**config.mk**
```make
export PLATFORM = sky130hd
export DESIGN_NAME = mem_access_unit_flat
export DESIGN_NICKNAME = d
export VERILOG_FILES = /design/src/rtl/mem_access_pkg.sv /design/src/rtl/mem_access_unit_if.sv /design/src/rtl/mem_lane_align.sv /design/src/rtl/mem_access_unit.sv /design/src/flat_wrapper.sv
export SDC_FILE = /design/constraint.sdc
export NUM_CORES = 1
export LEC_CHECK = 0
export CAP_MARGIN = 5
export CORE_MARGIN = 4
export CORE_UTILIZATION = 53
export CTS_BUF_LIST = sky130_fd_sc_hd__clkbuf_16
export CTS_CLUSTER_DIAMETER = 100
export DETAILED_ROUTE_END_ITERATION = 12
export HOLD_SLACK_MARGIN = 0.08
export PLACE_DENSITY_LB_ADDON = 0.3
export SLEW_MARGIN = 15
export SYNTH_ARGS = -nofsm -noshare
export SYNTH_HDL_FRONTEND = slang
export SYNTH_SLANG_ARGS = --single-unit
```
**constraint.sdc**
```tcl
create_clock -name clk -period 3.31 [get_ports clk]
set_input_delay 0.662 -clock clk [delete_from_list [all_inputs] [get_ports clk]]
set_output_delay 0.662 -clock clk [all_outputs]
set_load 0.05 [all_outputs]
```
**src/rtl/mem_access_pkg.sv**
```systemverilog
// rtl/mem_access_pkg.sv - size codes, FSM states and lane helpers for mem_access_unit
package mem_access_pkg;

    localparam logic [1:0] SZ_B = 2'b00;
    localparam logic [1:0] SZ_H = 2'b01;
    localparam logic [1:0] SZ_W = 2'b10;
    localparam logic [1:0] SZ_D = 2'b11;

    typedef enum logic [2:0] {
        ST_IDLE = 3'd0,
        ST_RD   = 3'd1,
        ST_CAP  = 3'd2,
        ST_WR   = 3'd3,
        ST_RESP = 3'd4
    } state_e;

    // Byte-enable pattern for an access of the given size, before lane shifting.
    function automatic logic [7:0] lane_mask(input logic [1:0] size);
        case (size)
            SZ_B:    return 8'h01;
            SZ_H:    return 8'h03;
            SZ_W:    return 8'h0f;
            default: return 8'hff;
        endcase
    endfunction

    // An access is misaligned when its byte offset is not a multiple of its size.
    function automatic logic is_misaligned(input logic [2:0] lane, input logic [1:0] size);
        case (size)
            SZ_B:    return 1'b0;
            SZ_H:    return lane[0];
            SZ_W:    return |lane[1:0];
            default: return |lane;
        endcase
    endfunction

endpackage

```
**src/rtl/mem_access_unit_if.sv**
```systemverilog
// rtl/mem_access_unit_if.sv - request/response and data_mem bus bundle for mem_access_unit
interface mem_access_unit_if #(
    parameter int ADDR_W = 64,
    parameter int DATA_W = 64
);
    logic              req_valid;
    logic              req_ready;
    logic              req_write;
    logic [1:0]        req_size;
    logic              req_unsigned;
    logic [ADDR_W-1:0] req_addr;
    logic [DATA_W-1:0] req_wdata;
    logic              rsp_valid;
    logic [DATA_W-1:0] rsp_rdata;
    logic              rsp_misaligned;
    logic [ADDR_W-1:0] mem_address;
    logic [DATA_W-1:0] mem_data_in;
    logic [DATA_W-1:0] mem_data_out;
    logic              mem_memread;
    logic              mem_memwrite;

    // Environment side: execute stage issuing requests plus the data_mem array.
    modport master (
        output req_valid, req_write, req_size, req_unsigned, req_addr, req_wdata,
        input  req_ready, rsp_valid, rsp_rdata, rsp_misaligned,
        input  mem_address, mem_data_in, mem_memread, mem_memwrite,
        output mem_data_out
    );

    // Unit side: accepts requests and drives data_mem.
    modport slave (
        input  req_valid, req_write, req_size, req_unsigned, req_addr, req_wdata,
        output req_ready, rsp_valid, rsp_rdata, rsp_misaligned,
        output mem_address, mem_data_in, mem_memread, mem_memwrite,
        input  mem_data_out
    );
endinterface

```
**src/rtl/mem_lane_align.sv**
```systemverilog
// rtl/mem_lane_align.sv - combinational load extract/extend and store byte merge
module mem_lane_align
    import mem_access_pkg::*;
(
    input  logic [2:0]  lane,
    input  logic [1:0]  size,
    input  logic        is_unsigned,
    input  logic [63:0] rword,
    input  logic [63:0] wdata,
    output logic [63:0] load_data,
    output logic [63:0] store_word
);
    logic [63:0] shifted;
    logic [63:0] wshift;
    logic [7:0]  bmask;

    // Shift the addressed lane down to bit 0 and sign/zero extend by size.
    always_comb begin
        shifted = rword >> {lane, 3'b000};
        case (size)
            SZ_B:    load_data = {{56{~is_unsigned & shifted[7]}},  shifted[7:0]};
            SZ_H:    load_data = {{48{~is_unsigned & shifted[15]}}, shifted[15:0]};
            SZ_W:    load_data = {{32{~is_unsigned & shifted[31]}}, shifted[31:0]};
            default: load_data = shifted;
        endcase
    end

    // Overlay the right-justified store bytes onto the read word at the lane.
    always_comb begin
        bmask      = lane_mask(size) << lane;
        wshift     = wdata << {lane, 3'b000};
        store_word = rword;
        for (int i = 0; i < 8; i++) begin
            if (bmask[i]) begin
                store_word[8*i +: 8] = wshift[8*i +: 8];
            end
        end
    end
endmodule

```
**src/rtl/mem_access_unit.sv**
```systemverilog
// rtl/mem_access_unit.sv - load/store initiator for data_mem with RMW for sub-doubleword stores
module mem_access_unit
    import mem_access_pkg::*;
#(
    parameter int ADDR_W = 64,
    parameter int DATA_W = 64
) (
    input  logic             clk,
    input  logic             rst_n,
    mem_access_unit_if.slave bus
);
    state_e            state_q, state_d;
    logic [ADDR_W-1:0] addr_q, addr_d;
    logic [1:0]        size_q, size_d;
    logic              uns_q, uns_d;
    logic              write_q, write_d;
    logic              mis_q, mis_d;
    logic [DATA_W-1:0] word_q, word_d;
    logic [DATA_W-1:0] rdata_q, rdata_d;
    logic [DATA_W-1:0] load_data;
    logic [DATA_W-1:0] store_word;
    logic              req_mis;

    assign req_mis = is_misaligned(bus.req_addr[2:0], bus.req_size);

    // word_q holds the store data until CAP, then the merged word for WR.
    mem_lane_align u_align (
        .lane        (addr_q[2:0]),
        .size        (size_q),
        .is_unsigned (uns_q),
        .rword       (bus.mem_data_out),
        .wdata       (word_q),
        .load_data   (load_data),
        .store_word  (store_word)
    );

    // State register; reset aborts any access in flight.
    always_ff @(posedge clk or negedge rst_n) begin
        if (!rst_n) state_q <= ST_IDLE;
        else        state_q <= state_d;
    end

    // Next state: misaligned short-circuits, full-word stores skip the read.
    always_comb begin
        state_d = state_q;
        case (state_q)
            ST_IDLE: begin
                if (bus.req_valid) begin
                    if (req_mis)                                 state_d = ST_RESP;
                    else if (bus.req_write && bus.req_size == SZ_D) state_d = ST_WR;
                    else                                         state_d = ST_RD;
                end
            end
            ST_RD:   state_d = ST_CAP;
            ST_CAP:  state_d = write_q ? ST_WR : ST_RESP;
            ST_WR:   state_d = ST_RESP;
            ST_RESP: state_d = ST_IDLE;
            default: state_d = ST_IDLE;
        endcase
    end

    // Request latches and captured/merged data registers.
    always_ff @(posedge clk or negedge rst_n) begin
        if (!rst_n) begin
            addr_q  <= '0;
            size_q  <= SZ_B;
            uns_q   <= 1'b0;
            write_q <= 1'b0;
            mis_q   <= 1'b0;
            word_q  <= '0;
            rdata_q <= '0;
        end else begin
            addr_q  <= addr_d;
            size_q  <= size_d;
            uns_q   <= uns_d;
            write_q <= write_d;
            mis_q   <= mis_d;
            word_q  <= word_d;
            rdata_q <= rdata_d;
        end
    end

    // Latch the request on accept; in CAP either extract load data or merge the store.
    always_comb begin
        addr_d  = addr_q;
        size_d  = size_q;
        uns_d   = uns_q;
        write_d = write_q;
        mis_d   = mis_q;
        word_d  = word_q;
        rdata_d = rdata_q;
        if (state_q == ST_IDLE && bus.req_valid) begin
            addr_d  = bus.req_addr;
            size_d  = bus.req_size;
            uns_d   = bus.req_unsigned;
            write_d = bus.req_write;
            mis_d   = req_mis;
            word_d  = bus.req_wdata;
            rdata_d = '0;
        end else if (state_q == ST_CAP) begin
            if (write_q) word_d  = store_word;
            else         rdata_d = load_data;
        end
    end

    // Outputs decode directly from the state so strobes fall with reset.
    always_comb begin
        bus.req_ready      = (state_q == ST_IDLE);
        bus.mem_memread    = (state_q == ST_RD);
        bus.mem_memwrite   = (state_q == ST_WR);
        bus.mem_address    = {addr_q[ADDR_W-1:3], 3'b000};
        bus.mem_data_in    = (state_q == ST_WR) ? word_q : '0;
        bus.rsp_valid      = (state_q == ST_RESP);
        bus.rsp_misaligned = (state_q == ST_RESP) && mis_q;
        bus.rsp_rdata      = (state_q == ST_RESP) ? rdata_q : '0;
    end
endmodule

```
**src/flat_wrapper.sv**
```systemverilog
// flat-port wrapper written by rule: the top's interface ports become plain ports
module mem_access_unit_flat import mem_access_pkg::*;
#(
    parameter int ADDR_W = 64,
    parameter int DATA_W = 64
)
  (clk, rst_n, bus_req_valid, bus_req_write, bus_req_size, bus_req_unsigned, bus_req_addr, bus_req_wdata, bus_req_ready, bus_rsp_valid, bus_rsp_rdata, bus_rsp_misaligned, bus_mem_address, bus_mem_data_in, bus_mem_memread, bus_mem_memwrite, bus_mem_data_out);
  mem_access_unit_if #(.ADDR_W(ADDR_W), .DATA_W(DATA_W)) bus_i ();
  input  logic clk;
  input  logic rst_n;
  input wire logic [$bits(bus_i.req_valid)-1:0] bus_req_valid;
  input wire logic [$bits(bus_i.req_write)-1:0] bus_req_write;
  input wire logic [$bits(bus_i.req_size)-1:0] bus_req_size;
  input wire logic [$bits(bus_i.req_unsigned)-1:0] bus_req_unsigned;
  input wire logic [$bits(bus_i.req_addr)-1:0] bus_req_addr;
  input wire logic [$bits(bus_i.req_wdata)-1:0] bus_req_wdata;
  output wire logic [$bits(bus_i.req_ready)-1:0] bus_req_ready;
  output wire logic [$bits(bus_i.rsp_valid)-1:0] bus_rsp_valid;
  output wire logic [$bits(bus_i.rsp_rdata)-1:0] bus_rsp_rdata;
  output wire logic [$bits(bus_i.rsp_misaligned)-1:0] bus_rsp_misaligned;
  output wire logic [$bits(bus_i.mem_address)-1:0] bus_mem_address;
  output wire logic [$bits(bus_i.mem_data_in)-1:0] bus_mem_data_in;
  output wire logic [$bits(bus_i.mem_memread)-1:0] bus_mem_memread;
  output wire logic [$bits(bus_i.mem_memwrite)-1:0] bus_mem_memwrite;
  input wire logic [$bits(bus_i.mem_data_out)-1:0] bus_mem_data_out;
  assign bus_i.req_valid = bus_req_valid;
  assign bus_i.req_write = bus_req_write;
  assign bus_i.req_size = bus_req_size;
  assign bus_i.req_unsigned = bus_req_unsigned;
  assign bus_i.req_addr = bus_req_addr;
  assign bus_i.req_wdata = bus_req_wdata;
  assign bus_req_ready = bus_i.req_ready;
  assign bus_rsp_valid = bus_i.rsp_valid;
  assign bus_rsp_rdata = bus_i.rsp_rdata;
  assign bus_rsp_misaligned = bus_i.rsp_misaligned;
  assign bus_mem_address = bus_i.mem_address;
  assign bus_mem_data_in = bus_i.mem_data_in;
  assign bus_mem_memread = bus_i.mem_memread;
  assign bus_mem_memwrite = bus_i.mem_memwrite;
  assign bus_i.mem_data_out = bus_mem_data_out;
  mem_access_unit #(.ADDR_W(ADDR_W), .DATA_W(DATA_W)) u_core (.clk(clk), .rst_n(rst_n), .bus(bus_i));
endmodule
```
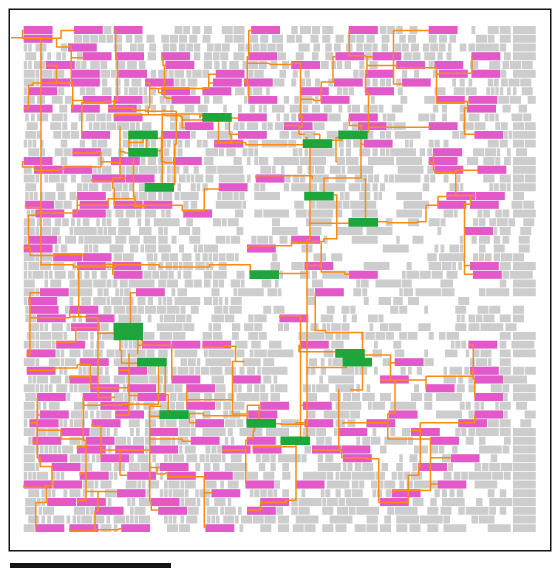
(routed clock nets over the placement)
Bar = 50 µm.
magenta -> flip-flops  # count 200
orange -> clock wires  # length 2,780 µm
green -> clock drivers  # count 17
routed clock nets = 18
flops lie = widely spread

==> changes_impl.md <==
## Implementation

- Met1 Track Usage GR: 0.504
- Switching share of power: 0.520
- Switching Power: 9.50 mW
- Setup slack of the most critical reg-to-reg path: 0.46 ns
- Slew at the pin with the worst max-slew slack: 1.21 ns
- Gates resized, CTS repair: 0
- Static Leakage: 8.08 nW
- Critical path type: reg -> out
- Status: finished, final reports clean
- Power per standard cell area: 994 mW/mm²
- Yosys cell count: 1,542
- Drt first-iter violations: 2,093
- Worst-case setup slack after placement: 0.400 ns
- Remaining design rule violation count: 0
- Seq share, synth: 0.369
- Kind of path behind the tightest hold check: in -> async
- Routed met3 length: 6960 µm
- Tot Pwr: 18.3 mW
- Area growth, synth to finish: 35.4%
- Post-synthesis instance total: between 1.5k and 2k
- Minimum clock period: 3.02 ns
- Worst IR Drop VDD: 867 µV
- CTS Root Buffer Type: clkbuf_16
- Synth top cells by count: nand2_1, dfrtp_1, a21oi_1, clkbuf_1, o21ai_0
- Max Clock Skew: 0.0125 ns
- Highest fanout seen on the critical path: around 65
- Relative slew slack: 0.187
- Fin. Hold Viols: 0
- CTS max path bufs: 2
- Met2 wire length: about 26,000 µm
- Share of cells above drive strength 1: 0.182
- Warnings from Yosys: 0
- Portion of synthesized cell area occupied by the leading cell type: 0.369
- Multi-input gate area in the final layout: approximately 0.0074 mm²
- Number of buffer cells added on primary ports: around 390
- Area of the core: roughly 0.025 mm²
- Part of the power in registers: 0.255
- Highest attainable clock frequency: roughly 330 MHz
- Final non-filler cell total: 2,142
- Die outline area: 0.0282 mm²
- Clk sinks: 200
- Met2 Usage GRT: 0.633
- Cells after DPL: about 2.1k
- Logic depth of the worst register-to-register path: 5
- Synthesized area per cell: 8.81 µm²
- Post-synthesis instance area: 0.0136 mm²
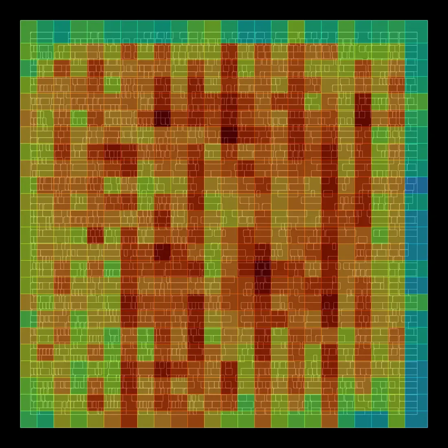
(routing congestion map)
gr usage total: 0.387
utilization after layout: 0.730
global route hottest layer: met2
GRT met3 Usage: 0.108

## final cells by class
type / count / share of cell area
antenna: 1 / 0.000136
sequential: 200 / 0.273
clock buffer: 17 / 0.0231
tap: 330 / 0.0225
timing repair buffer: 441 / 0.264
clock inverter: 15 / 0.00939
multi-input combinational: 1125 / 0.405
inverter: 13 / 0.00265
## critical path: stages (launching register included)
cell and delay, ns:
dfrtp_1 0.59, inv_1 0.15, nor3b_2 0.19, buf_4 0.46
and2_1 0.28, buf_12 0.15
## sequential cells by signal, summed over array words and instances, names as in the netlist
signal and flops:
u_core.addr_q 64, u_core.mis_q 1, u_core.rdata_q 64, u_core.size_q 2, u_core.state_q 3, u_core.uns_q 1
u_core.word_q 64, u_core.write_q 1
## layout by cell type, fill, tap and decap left out, types with 16 or more instances in the layout
cell               n
mux2i_1           44
buf_4            110
a221oi_1          16
a21oi_1          106
o21ai_0          102
o21ai_1           27
a32oi_1           32
nand2_1          260
and3_1            66
dfrtp_1          198
clkbuf_16         17
mux4_2            53
clkdlybuf4s50_1  258
mux2_2            43
buf_12            72
nand3_1           31
and2_1            75
nor2_1            99
a22oi_1           24
a2bb2oi_1         16
a21o_1            17
## logic make-up (layout without fill, tap and decap cells)
family          Yosys count  after routing  share of synthesized area
mux                     140            140                      0.156
compound gates          415            415                      0.196
simple gates            567            567                      0.194
buf+inv                 219            486                     0.0854
flops                   200            200                      0.369
other cells               1              4                   0.000276
## power by group through the flow
stage / logic, mW / clock network, mW / registers (mW)
2_1_floorplan: 8.42 / 0 / 3.99
3_3_place_gp: 11.1 / 0 / 4.58
3_5_place_dp: 11.2 / 0 / 4.62
4_1_cts: 11.3 / 2.19 / 4.57
5_1_grt: 12.1 / 2.30 / 4.74
6_report: 11.4 / 2.19 / 4.66
Power figures rest on the tool's default switching activity, not on a simulated workload.
